### Drive-strength map

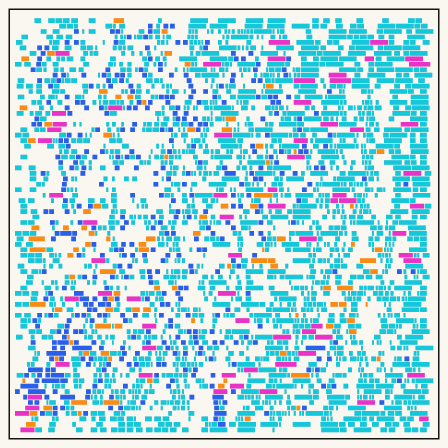
### Placement view

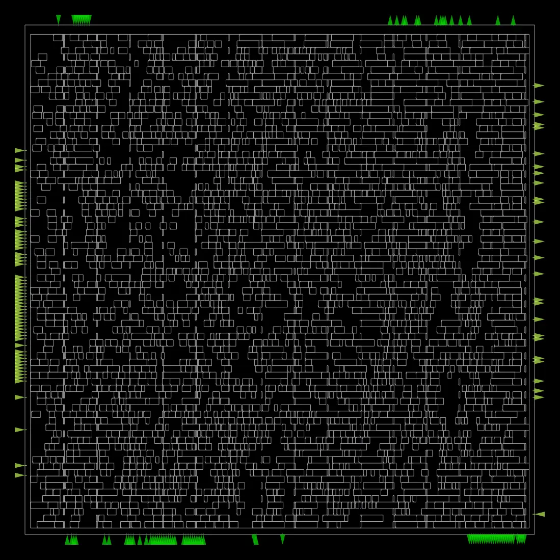
<file path="src/rtl/cl_divider.sv">
// cl_divider
//   Sequential carry-less (GF(2)) polynomial divider. Divides a 2m-bit
//   polynomial by a monic degree-m divisor, producing one quotient bit per
//   clock, and returns the quotient and the remainder.
//
//   state | meaning
//   ------+---------------------------------------------------------------
//   IDLE  | waiting for start; busy=0
//   DIV   | one long-division step per edge, count runs m..1
//   DONE  | done=1 for a single cycle, results valid, then back to IDLE
//
// Ports
//   clk          rising-edge clock
//   rst_n        asynchronous active-low reset
//   start        one-cycle request, accepted only while busy=0
//   in_width     field degree m (legal 2..DATA_WIDTH)
//   dividend_in  dividend polynomial (bits at and above 2m ignored)
//   divisor_in   divisor polynomial (bit m must be set, bits above m ignored)
//   busy         operation in progress (DIV or DONE)
//   done         one-cycle completion pulse
//   err          last operation had illegal in_width or divisor_in[m]=0
//   quotient     quotient, zero-extended above bit m-1
//   remainder    remainder, zero-extended above bit m-1
module cl_divider #(
  parameter int DATA_WIDTH = 32
) (
  input  logic                          clk,
  input  logic                          rst_n,
  input  logic                          start,
  input  logic [$clog2(DATA_WIDTH):0]   in_width,
  input  logic [2*DATA_WIDTH-1:0]       dividend_in,
  input  logic [DATA_WIDTH:0]           divisor_in,
  output logic                          busy,
  output logic                          done,
  output logic                          err,
  output logic [DATA_WIDTH-1:0]         quotient,
  output logic [DATA_WIDTH-1:0]         remainder
);

  localparam int N  = DATA_WIDTH;
  localparam int WW = $clog2(N) + 1;
  localparam logic [WW-1:0] N_W = WW'(N);

  typedef enum logic [1:0] {IDLE, DIV, DONE} state_t;

  state_t          state;
  logic [2*N-1:0]  w_q;
  logic [N:0]      d_q;
  logic [N-1:0]    q_q;
  logic [WW-1:0]   count_q;
  logic [WW-1:0]   m_q;

  // Operand normalization: both operands are left-aligned so that the
  // divisor's x^m term lines up with W[2N-1] regardless of m.
  logic            msb_set;
  logic            legal;
  logic [WW-1:0]   sh_d;
  logic [WW:0]     sh_w;
  logic [2*N-1:0]  w_norm;
  logic [N:0]      d_norm;

  always_comb begin
    msb_set = 1'b0;
    if (in_width <= N_W) msb_set = divisor_in[in_width];
    legal  = (in_width >= WW'(2)) && (in_width <= N_W) && msb_set;
    sh_d   = N_W - in_width;
    sh_w   = {sh_d, 1'b0};
    // {2N ones} >> 2(N-m) is exactly a 2m-bit mask; likewise for the divisor.
    w_norm = (dividend_in & ({(2*N){1'b1}} >> sh_w)) << sh_w;
    d_norm = (divisor_in & ({(N+1){1'b1}} >> sh_d)) << sh_d;
  end

  // One long-division step.
  logic            qbit;
  logic [2*N-1:0]  w_x;
  logic [2*N-1:0]  w_next;
  logic [N-1:0]    q_next;
  logic [N-1:0]    r_top;
  logic [N-1:0]    r_next;

  always_comb begin
    qbit = w_q[2*N-1];
    w_x  = w_q;
    if (qbit) w_x[2*N-1 -: N+1] = w_q[2*N-1 -: N+1] ^ d_q;
    w_next = w_x << 1;
    q_next = {q_q[N-2:0], qbit};
    // Remainder sits in the top m bits of the upper half after m shifts.
    r_top  = w_next[2*N-1 -: N];
    r_next = r_top >> (N_W - m_q);
  end

  always_ff @(posedge clk or negedge rst_n) begin
    if (!rst_n) begin
      state     <= IDLE;
      w_q       <= '0;
      d_q       <= '0;
      q_q       <= '0;
      count_q   <= '0;
      m_q       <= '0;
      busy      <= 1'b0;
      done      <= 1'b0;
      err       <= 1'b0;
      quotient  <= '0;
      remainder <= '0;
    end else begin
      case (state)
        IDLE: begin
          done <= 1'b0;
          if (start) begin
            busy <= 1'b1;
            if (legal) begin
              w_q     <= w_norm;
              d_q     <= d_norm;
              q_q     <= '0;
              count_q <= in_width;
              m_q     <= in_width;
              state   <= DIV;
            end else begin
              err       <= 1'b1;
              quotient  <= '0;
              remainder <= '0;
              done      <= 1'b1;
              state     <= DONE;
            end
          end
        end
        DIV: begin
          w_q     <= w_next;
          q_q     <= q_next;
          count_q <= count_q - WW'(1);
          if (count_q == WW'(1)) begin
            quotient  <= q_next;
            remainder <= r_next;
            err       <= 1'b0;
            done      <= 1'b1;
            state     <= DONE;
          end
        end
        DONE: begin
          done  <= 1'b0;
          busy  <= 1'b0;
          state <= IDLE;
        end
        default: begin
          done  <= 1'b0;
          busy  <= 1'b0;
          state <= IDLE;
        end
      endcase
    end
  end

endmodule
</file>
<file path="config.mk">
export PLATFORM = sky130hd
export DESIGN_NAME = cl_divider
export DESIGN_NICKNAME = d
export VERILOG_FILES = /design/src/rtl/cl_divider.sv
export SDC_FILE = /design/constraint.sdc
export NUM_CORES = 1
export LEC_CHECK = 0
export CAP_MARGIN = 5
export CORE_MARGIN = 2
export CORE_UTILIZATION = 40
export DETAILED_ROUTE_END_ITERATION = 10
export PLACE_DENSITY = 0.55
export SYNTH_ARGS = -nofsm -noshare
export SYNTH_HDL_FRONTEND = slang
export SYNTH_SLANG_ARGS = --single-unit
</file>
<file path="constraint.sdc">
create_clock -name clk -period 4 [get_ports clk]
set_input_delay 1 -clock clk [delete_from_list [all_inputs] [get_ports clk]]
set_output_delay 1 -clock clk [all_outputs]
set_load 0.1 [all_outputs]
</file>
==> results.ini <==
[routing]
num_vias=20700
wirelength_um=84700
route.detailed.drc=0
drtIter0Drc=2489
routedWlPerCell_um=26.4

[global_route]
grt_pass1_vias=19900
grt_pass1_wl_um=127000
grt_antenna_before_repair=0
grt.total_usage_pct=36.9

[logic_synthesis]
syn_area_um2=17500
syn_inst=2197
compound_area_share_pct=35.5
simple_gate_area_share_pct=19.2
synth_cell_type_count=93
flop_cell=dfrtp_1
async_reset_ff_share_pct=100
adder_share_pct=0.571

[timing]
slew_headroom_pct=32.8
fmax_mhz=257
worst_pin_slew_ns=1.01
rsz0062_at_grt=false

[finish]
final_nets=2726
combGateArea_um2=11500
finish.utilization_pct=55.1
stdcell_count=3213

[worst_setup_path]
crit_required_ns=4.45

[floorplan]
die_w_um=213
tapCellCount=585
pin_count=173

[hold_path]
min-delay-start=remainder[4]
hold_class=register to register

[clocking]
path_clk_slew_ns=0.06
htreeDepth=1
clock-sinks=208
clockBufferDepth=3

[power]
p_sw_mw=7.95
cell_internal_pwr_mw=7.69
power_mw=15.6
power_frac_clock_pct=14.8
peakVddDrop_mv=0.676
combPwrFrac_pct=62.9
power_leakage_nw=9.91

[run_status]
status=complete, no violations

[job]
drv_cap=0

[placement]
gp_congestion=1.05
dp.final_hpwl_um=67100

-- 'Drive-strength map' (at the start) --
blue -> _3 and _4 cells  # cells 424
magenta -> _6 and larger  # cells 67
cyan -> _0 and _1 cells  # cells 2039
orange -> _2 cells  # cells 98
Layout area overhead: 35.6%
bufs w/o clock: 606

-- 'Placement view' (at the start) --
Core Area: 43200 um2
Site Rows: 76

synth_stat cells, drive strengths merged (11+ instances only):
library cell  count  area [um2]
o211ai           61         463
a22oi            25         188
o221ai           12         105
a221oi           28         245
a211oi           45         338
nor4             11        90.1
nand3b           12        90.1
nor3             37         196
nor3b            18         146
nor2b            18         113
buf              80         429
xnor2            11        96.3
o2111ai          14         123
nand2b           16         100
nand3            75         375
nand2           257         970
nor2            191         727
o22a             14         123
nand4            11        68.8
a31oi            46         288
and3             24         150
o22ai            31         194
a311oi           13         114
o2bb2ai          19         166
a21o             15         113
dfrtp           208        5200
a221o            16         160
inv              30         113
mux2             33         372
a22o             75         657
o31ai            33         267
o32a             13         130
and2             18         113
clkbuf          135         507
mux2i            75         754
a21oi           119         637
a2bb2oi          13         114
o21ai           184         928
xor2             16         140
worst max-delay path by stage:
stage	to	slack [ns]	cells past startpoint
5_1_grt	d_q[30]	0.002	13
2_1_floorplan	w_q[39]	0.003	18
3_5_place_dp	d_q[30]	-0.37	13
6_report	d_q[30]	0.11	13
4_1_cts	d_q[30]	0.19	13
3_3_place_gp	d_q[30]	-0.37	13
layer usage:
metal	wire (um)	part of all wire, %	vias up	track usage, %
li1	-	-	9244	-
met1	35100	41	10100	48.8
met2	38200	45	1131	59.2
met3	5890	6.9	255	3.60
met4	5440	6.4	0	20.8
met5	0	0	-	0
worst max-delay path, cell delays in order:
cell and delay [ns]:
clkdlybuf4s50_1 0.42, inv_1 0.11, ha_4 0.15, nor3b_4 0.24
buf_12 0.14, xor2_4 0.33, buf_4 0.25, nor2_2 0.06
a221o_1 0.36, mux2i_2 0.34, mux2i_1 0.32, mux2_2 0.40
o211ai_1 0.19
timing repair:
action,4_1_cts,5_1_grt
hold buffers,0,0
gates resized,0,1
setup endpoints to repair,0,1
sequential cells by signal, summed over array words and instances, names as in the netlist, 2 cells and up:
signal     count
remainder     32
quotient      32
q_q           31
w_q           64
count_q        6
d_q           32
m_q            6
state          2
layout by cell type (no fill, tap or decap), types with 14 or more instances in the layout:
master,synthesis,final
o2111ai_1,14,14
mux2i_1,74,73
nand3_1,75,74
inv_1,28,26
nand2b_1,16,14
a21oi_1,112,111
dfrtp_1,208,206
o21ai_0,119,119
buf_12,0,35
a21o_1,15,15
a22o_1,75,75
nand2_1,255,253
a22oi_1,25,25
o22ai_1,31,31
buf_4,7,400
o22a_1,14,14
o31ai_1,31,30
xor2_1,16,14
a211oi_1,45,45
clkbuf_16,0,22
a221o_1,16,16
o2bb2ai_1,19,19
and3_1,24,24
nor3b_1,17,17
a31oi_1,46,46
clkdlybuf4s50_1,0,169
mux2_2,32,32
nor2b_1,18,16
nor2_1,187,183
and2_1,17,17
nor3_1,36,35
o211ai_1,60,60
a221oi_1,28,26
o21ai_1,63,61
power groups by stage:
stage	clock network [mW]	registers, mW	logic (mW)
6_report	2.31	3.50	9.83
5_1_grt	2.42	3.57	10.5
4_1_cts	2.34	3.47	9.69
3_5_place_dp	0	3.50	9.66
3_3_place_gp	0	3.48	9.57
2_1_floorplan	0	4.27	5.44
Power is estimated from default activity; no workload was simulated.
